$ cat src/rtl/seg_avalon_pkg.sv
// Shared types and constants for the Avalon-MM 7-segment writer master.
// The FSM state encoding and the fixed bus field widths live here.
package seg_avalon_pkg;

  typedef enum logic [1:0] {
    IDLE  = 2'd0,
    WRITE = 2'd1,
    DONE  = 2'd2
  } state_e;

  localparam int          ADDR_W       = 3;
  localparam int          DIGIT_W      = 4;
  localparam int          DATA_W       = 32;
  localparam int          BE_W         = 4;
  localparam logic [3:0]  BYTEEN_DIGIT = 4'b0001;

endpackage : seg_avalon_pkg

$ cat src/rtl/avalon_seg_writer_master.sv
// Avalon-MM write master: takes a packed hex value on valid/ready and writes one
// digit per word address to the segment slave, optionally skipping unchanged digits.
module avalon_seg_writer_master
  import seg_avalon_pkg::*;
#(
  parameter int NUM_SEGMENT    = 6,
  parameter bit SKIP_UNCHANGED = 1'b0
) (
  input  logic                         clk,
  input  logic                         rst_n,
  input  logic [NUM_SEGMENT*4-1:0]     value_i,
  input  logic                         value_valid_i,
  output logic                         value_ready_o,
  output logic [ADDR_W-1:0]            avm_address_o,
  output logic [BE_W-1:0]              avm_byteenable_o,
  output logic                         avm_write_o,
  output logic [DATA_W-1:0]            avm_writedata_o,
  input  logic                         avm_waitrequest_i,
  output logic                         busy_o,
  output logic                         done_o
);

  if (NUM_SEGMENT < 1 || NUM_SEGMENT > 8) begin : g_bad_num_segment
    $error("avalon_seg_writer_master: NUM_SEGMENT must be in 1..8");
  end

  localparam int                VAL_W    = NUM_SEGMENT * DIGIT_W;
  localparam logic [ADDR_W-1:0] LAST_IDX = ADDR_W'(NUM_SEGMENT - 1);

  state_e              state_q, state_d;
  logic [ADDR_W-1:0]   idx_q, idx_d;
  logic [VAL_W-1:0]    shadow_q, shadow_d;
  logic [VAL_W-1:0]    last_q, last_d;
  logic                written_valid_q, written_valid_d;
  logic                ready_q, ready_d;
  logic                write_q, write_d;
  logic [ADDR_W-1:0]   addr_q, addr_d;
  logic [BE_W-1:0]     be_q, be_d;
  logic [DATA_W-1:0]   data_q, data_d;
  logic                busy_q, busy_d;
  logic                done_q, done_d;

  // Selects which digit the bus presents next cycle and where it is read from.
  logic                present;
  logic [ADDR_W-1:0]   pres_idx;
  logic [VAL_W-1:0]    pres_src;
  logic [DIGIT_W-1:0]  pres_digit;
  logic [DIGIT_W-1:0]  pres_prev;

  function automatic logic needs_write(input logic [DIGIT_W-1:0] digit,
                                       input logic [DIGIT_W-1:0] prev,
                                       input logic               wvalid);
    return !(SKIP_UNCHANGED && wvalid && (digit == prev));
  endfunction

  // NOTE: every always_comb output gets its default first, so no path leaves a
  // signal unassigned and no latch is inferred.
  always_comb begin
    state_d         = state_q;
    idx_d           = idx_q;
    shadow_d        = shadow_q;
    last_d          = last_q;
    written_valid_d = written_valid_q;
    ready_d         = ready_q;
    write_d         = write_q;
    addr_d          = addr_q;
    be_d            = be_q;
    data_d          = data_q;
    busy_d          = busy_q;
    done_d          = 1'b0;
    present         = 1'b0;
    pres_idx        = idx_q;
    pres_src        = shadow_q;
    pres_digit      = '0;
    pres_prev       = '0;

    unique case (state_q)
      IDLE: begin
        if (value_valid_i && ready_q) begin
          shadow_d = value_i;
          idx_d    = '0;
          state_d  = WRITE;
          ready_d  = 1'b0;
          busy_d   = 1'b1;
          present  = 1'b1;
          pres_idx = '0;
          pres_src = value_i;
        end
      end

      WRITE: begin
        // A stalled write keeps every bus output frozen; anything else retires idx.
        if (!(write_q && avm_waitrequest_i)) begin
          if (write_q) begin
            last_d[DIGIT_W*idx_q +: DIGIT_W] = shadow_q[DIGIT_W*idx_q +: DIGIT_W];
          end
          if (idx_q == LAST_IDX) begin
            state_d = DONE;
            done_d  = 1'b1;
            write_d = 1'b0;
            addr_d  = '0;
            be_d    = '0;
            data_d  = '0;
          end else begin
            idx_d    = idx_q + 1'b1;
            present  = 1'b1;
            pres_idx = idx_q + 1'b1;
          end
        end
      end

      DONE: begin
        state_d         = IDLE;
        ready_d         = 1'b1;
        busy_d          = 1'b0;
        written_valid_d = 1'b1;
      end

      default: state_d = IDLE;
    endcase

    if (present) begin
      pres_digit = pres_src[DIGIT_W*pres_idx +: DIGIT_W];
      pres_prev  = last_q[DIGIT_W*pres_idx +: DIGIT_W];
      write_d    = needs_write(pres_digit, pres_prev, written_valid_q);
      if (write_d) begin
        addr_d = pres_idx;
        be_d   = BYTEEN_DIGIT;
        data_d = {{(DATA_W-DIGIT_W){1'b0}}, pres_digit};
      end else begin
        addr_d = '0;
        be_d   = '0;
        data_d = '0;
      end
    end
  end

  // NOTE: sequential state uses non-blocking assignments only, so every flop
  // samples the pre-edge value of every other flop.
  // NOTE: shadow and last-written registers are reset too; the skip compare reads
  // them, and a cleared state makes the first post-reset update deterministic.
  always_ff @(posedge clk or negedge rst_n) begin
    if (!rst_n) begin
      state_q         <= IDLE;
      idx_q           <= '0;
      shadow_q        <= '0;
      last_q          <= '0;
      written_valid_q <= 1'b0;
      ready_q         <= 1'b1;
      write_q         <= 1'b0;
      addr_q          <= '0;
      be_q            <= '0;
      data_q          <= '0;
      busy_q          <= 1'b0;
      done_q          <= 1'b0;
    end else begin
      state_q         <= state_d;
      idx_q           <= idx_d;
      shadow_q        <= shadow_d;
      last_q          <= last_d;
      written_valid_q <= written_valid_d;
      ready_q         <= ready_d;
      write_q         <= write_d;
      addr_q          <= addr_d;
      be_q            <= be_d;
      data_q          <= data_d;
      busy_q          <= busy_d;
      done_q          <= done_d;
    end
  end

  assign value_ready_o    = ready_q;
  assign avm_write_o      = write_q;
  assign avm_address_o    = addr_q;
  assign avm_byteenable_o = be_q;
  assign avm_writedata_o  = data_q;
  assign busy_o           = busy_q;
  assign done_o           = done_q;

endmodule : avalon_seg_writer_master

$ cat config.mk
export PLATFORM = sky130hd
export DESIGN_NAME = avalon_seg_writer_master
export DESIGN_NICKNAME = d
export VERILOG_FILES = /design/src/rtl/seg_avalon_pkg.sv /design/src/rtl/avalon_seg_writer_master.sv
export SDC_FILE = /design/constraint.sdc
export NUM_CORES = 1
export LEC_CHECK = 0
export CAP_MARGIN = 25
export CORE_MARGIN = 1
export CORE_UTILIZATION = 45
export CTS_CLUSTER_SIZE = 25
export DETAILED_ROUTE_END_ITERATION = 10
export PLACE_DENSITY = 0.86
export RECOVER_POWER = 25
export SLEW_MARGIN = 20
export SYNTH_ARGS = -nofsm -noshare
export SYNTH_HDL_FRONTEND = slang
export SYNTH_SLANG_ARGS = --single-unit
$ cat constraint.sdc
create_clock -name clk -period 2.6 [get_ports clk]
set_input_delay 0.39 -clock clk [delete_from_list [all_inputs] [get_ports clk]]
set_output_delay 0.39 -clock clk [all_outputs]
set_load 0.01 [all_outputs]
Fig. 1: run 1, cell outlines without signal wires
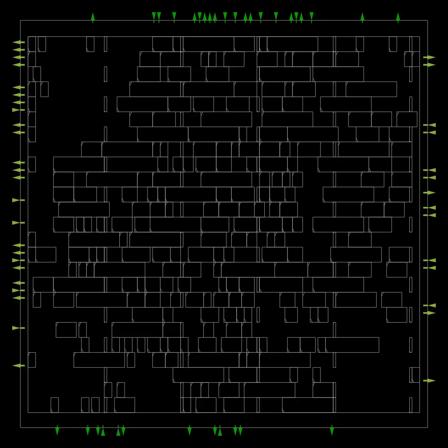
num rows: 25
fillers: 438
core area: 4817 um2

Fig. 2: run 1, metal 3
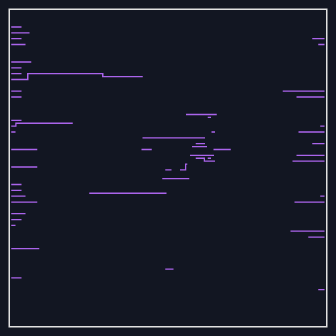
main direction: horizontal
nets with wire on the layer: 48

Fig. 3: run 1, wire density map
The die is cut into 15 by 15 equal tiles; black is low, pale yellow is high, scaled to the fullest tile. Values are wire area over tile area, all layers added.
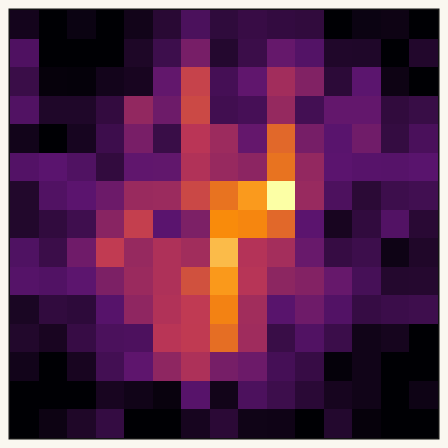
tiles over half the peak: 8.9%
mean over tiles: 0.14
fullest tile: 0.61
densest ninth of the die: center

==> results_dict.tcl, run 1 <==
# yosys + openroad results
set metrics [dict create \
    met1_usage 0.2379 \
    grt_usage 0.1850 \
    synthAoiAreaFrac 0.1543 \
    top_layer "met4" \
    wl_um 4670 \
    placed_cells 323 \
    synth-simple-area-share 0.1462 \
    status "finished with violations" \
    cts_resized 0 \
    dp_slack_ns 0.1039 \
    num-clock-buffers 6 \
    maxPowerGroup "combinational cells" \
    largestClassByArea "combinational gates" \
    power_density_nw_per_um2 1009 \
    fp_util 0.4797 \
    dieHeight_um 73.66 \
    synth_top_area_share 0.4223 \
    synth_area_um2 2311 \
    slew_violations 41 \
    hold_violations 0 \
    via_per_inst 5.097 \
    cts_made_buffers 5 \
    comb_share 0.3973 \
    worst-path-max-fanout 9 \
    wl_met1_um 2127 \
    io_pins 71 \
    grt_pass1_wl_um 7610 \
    first_global_vias 1628 \
    violations "max-capacitance violations, max-slew violations" \
    cap_viol_max_count 1 \
    topCellsByArea "dfrtp_1 42%, buf_4 10%, mux2_2 6.3%" \
    final_nets 293 \
    comb_area_um2 1094 \
    gp_congestion 0.8335 \
    chipArea_um2 5426 \
    worst_hold_path.num_cells 2 \
    clock_net_power_w 0.000439 \
    fin_crit_sh 0.8629 \
    largest_register "shadow_q" \
    worstPathRequired_ns 2.77 \
    yosys-top-cells-count "39 x dfrtp_1, 32 x buf_4, 30 x nand2_1" \
    p_switching_w 0.001039 \
    seqCellArea_um2 1002 \
    yosys.area.top_type "dfrtp_1" \
    utilization 0.5714 \
    met2_usage 0.3017 \
    vias 1687 \
    drc_errors 0 \
    seq_area_frac 0.3641 \
    cp_slowest_cell "or4_1" \
    met2_length_um 2235 \
    rsz0062_at_grt "no" \
    cp_data_arrival_time_ns 2.41 \
    clk_share 0.03545 \
    cp-end-kind "flip-flop" \
    top_cell "dfrtp_1" \
    edf_count 0 \
    max_slew_margin -0.3916 \
    io_buffers 39 \
    async_flop_share 1.000 \
    maxClockFrequency_mhz 445.7 \
    antenna_found_initial 0 \
    flops 40 \
    leakage_nw 1.246 \
    ys_types 51 \
    buffer_area_frac 0.1659 \
    cts_hold_buf 0 \
    rrSetupSlack_ns 0.36 \
    final.setup_skew_ns 0.004085 \
    inverters 5 \
    min-delay-start "busy_o" \
    critPathTopFamily "simple AND/OR/NAND/NOR gates" \
    crit_buf_inv 1 \
    areaGrowthSynthToFinish_pct 19.11 \
    largest_reg_flops 24 \
    ys_sh_xor 0 \
    nNonClkBuffers 47 \
    finalSetupTns_ns 0 \
    synth_seq_share 0.4337 \
    die_x_um 73.66 \
    yosysCellCount 222 \
    worst_pin_slew_ns 2.087 \
    critPathMaxStageDelay_ns 0.61 \
    lay_top_count "dfrtp_1" \
    gr-usage-met3 0.04527 \
    worstSetupPathType "flip-flop to flip-flop" \
    critPathLaunchType "flip-flop" \
    swShare 0.3740 \
    clock_path_buffers 2 \
    yosysChipArea_um2 2311 \
]
## Run 2: what changed since run 1
- REMOVE_ABC_BUFFERS: not set -> 1
- SLEW_MARGIN: 20 -> 10
Fig. 4: run 2, cell outlines without signal wires
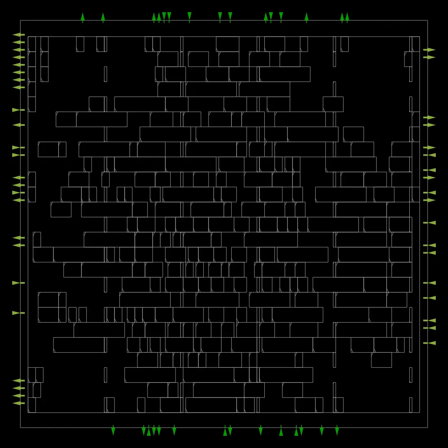
fraction of area in registers: 0.3641
fillers: 434
flop count: 40

==> run 2 against run 1 <==
The run still ends with max-capacitance violations, max-slew violations left. Sequential share of layout area is the same. Critical path depth is the same. Clock skew grew 0.00099 ns. Register-to-register slack is essentially flat. Design area is the same. First-iteration DRC count shrank 4.5%. Non-clock buffer count grew 1. Worst setup slack gained 0.0033 ns. Total power shrank 0.64%. Hold slack gained 0.0071 ns. Sequential cell count is the same. Critical path type unchanged.
==> results_dict.tcl, run 2 <==
# yosys + openroad results
set metrics [dict create \
    worstPathCellList "inv_1, ha_1, nand2_1, a311oi_4, nor3_1, o2bb2a_2, o31ai_1" \
    grt_pass1_wl_um 8059 \
    p_int_w 0.001735 \
    insertion_delay_ns 0.29 \
    syn_inst 222 \
    topCellsByArea "dfrtp_1 42%, buf_4 10%, mux2_2 6.3%" \
    hold_violations 0 \
    power_density_nw_per_um2 1002 \
    clk_pin_slew_worst_paths_ns 0.07 \
    drive_above_1_share 0.1434 \
    critPathMaxStageDelay_ns 0.47 \
    ys_sh_xor 0 \
    cap_viol_max_count 1 \
    largest_register "shadow_q" \
    inverters 5 \
    ys_ff 40 \
    met2_length_um 2449 \
    hp-class "flip-flop to flip-flop" \
    yosys-top-cells-count "39 x dfrtp_1, 32 x buf_4, 30 x nand2_1" \
    crit_path_start "idx_q[1]" \
    cts_tree "yes" \
    io_buffers 39 \
    top_layer "met4" \
    edf_count 0 \
    largestClassByArea "combinational gates" \
    logic_gate_count 164 \
    max_slew_margin -0.3961 \
    leakage_nw 1.253 \
    p_seq_w 0.00104 \
    met2_usage 0.3354 \
    cp_slowest_cell "a311oi_4" \
    final.setup_skew_ns 0.005070 \
    cts_resized 0 \
    p_switching_w 0.001024 \
    synth_area_um2 2311 \
    status "finished with violations" \
    route.met3.wl_um 360 \
    clkPwrFrac 0.150 \
    detail_route.first_pass.iterations 4 \
    dpl_cell_area_um2 2664 \
    drc_errors 0 \
    chipArea_um2 5426 \
    syn_area_per_cell_um2 10.41 \
    grt_usage 0.1992 \
    ys_warn_count 0 \
    finalSetupTns_ns 0 \
    yosysCellCount 222 \
    num-clock-buffers 8 \
    synth-simple-area-share 0.1462 \
    final_area_um2 2753 \
    lay_top_count "dfrtp_1" \
    final_nets 294 \
    drt_iter0_markers 105 \
    hold_end "busy_o" \
    swShare 0.3711 \
    rsz0062_at_grt "no" \
    reg2reg_depth 7 \
    clk_share 0.03273 \
    maxClockFrequency_mhz 446.4 \
    worst_hold_path.num_cells 2 \
    endpoint "avm_writedata_o[1]" \
    critPathTopFamily "AND-OR/OR-AND gates" \
    dieHeight_um 73.66 \
    io_pins 71 \
    r2r_end "avm_writedata_o[1]" \
    setup_ws_ns 0.3597 \
    met1_usage 0.2420 \
    rows 25 \
    ir_worst_vdd_mv 0.4510 \
    coreArea_um2 4817 \
    fin_crit_sh 0.8617 \
    layout_top_cells "39 x dfrtp_1, 38 x clkdlybuf4s50_1, 31 x conb_1" \
    tool_warnings 26 \
    synthFlopType "dfrtp_1" \
    gr-usage-met3 0.04801 \
    whs_ns 0.4878 \
    synthAoiAreaFrac 0.1543 \
    vias 1752 \
    wl_met1_um 1980 \
    buffer_area_frac 0.1686 \
    first_global_vias 1700 \
    instances_no_fill 332 \
    violations "max-capacitance violations, max-slew violations" \
    seqPwrFrac 0.375 \
    die_x_um 73.66 \
    synth_seq_share 0.4337 \
    wl_um 4897 \
    yosys.area.top_type "dfrtp_1" \
    utilization 0.5714 \
    ys_types 51 \
    largest_reg_flops 24 \
    htree_levels 2 \
    top_cell "dfrtp_1" \
    yosysChipArea_um2 2311 \
    cp_data_arrival_time_ns 2.44 \
    synthAdderAreaFrac 0.01083 \
    fp_util 0.4797 \
    critPathLaunchType "flip-flop" \
    async_flop_share 1.000 \
    slew_violations 41 \
    ant_nets 0 \
    clock_path_buffers 2 \
    seqCellArea_um2 1002 \
    grt_busiest_layer "met2" \
    post-cts-setup-buffers 0 \
    gp_congestion 1.006 \
    rrSetupSlack_ns 0.36 \
    maxPowerGroup "combinational cells" \
    worstPathRequired_ns 2.80 \
    worst_pin_slew_ns 2.094 \
    cp-end-kind "flip-flop" \
    via_per_inst 5.277 \
    rr_startpoint "idx_q[1]" \
    synth_top_area_share 0.4223 \
    fin_crit_ns 2.240 \
    worst-path-max-fanout 8 \
    grt-ovfl-total 0 \
    placed_cells 324 \
    cts_root_buffer "clkbuf_8" \
    worstSetupPathType "flip-flop to flip-flop" \
    clock_net_power_w 0.000413 \
    dp_slack_ns 0.1163 \
    areaGrowthSynthToFinish_pct 19.11 \
    comb_share 0.3973 \
    cts_hold_buf 0 \
    comb_area_um2 1094 \
    crit_buf_inv 1 \
    antenna_found_initial 0 \
    p_comb_frac 0.475 \
    min-delay-start "busy_o" \
    setup_viol 0 \
    cts_made_buffers 5 \
    nNonClkBuffers 48 \
    tap_cells 67 \
]
Fig. 5: run 2, I/O nets highlighted
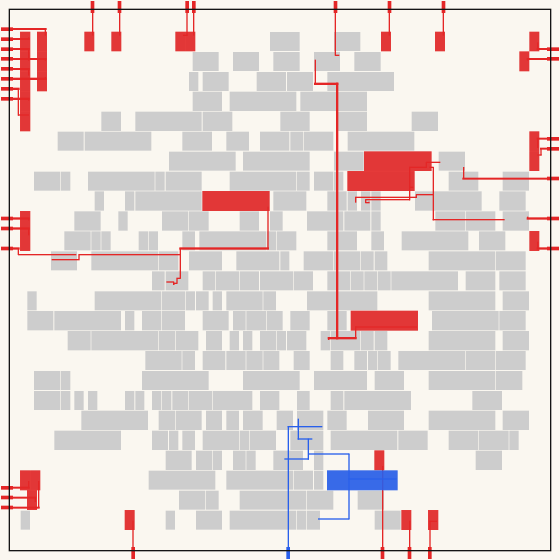
[value_ready_o] blue | direction: output | end cells: 1 | buffers: 1 | wire: 56.5 um
[avm_writedata_o] red | direction: output | end cells: 32 | buffers: 4 | wire: 277 um

No activity file was given, so power comes from the tool's default toggle rates.
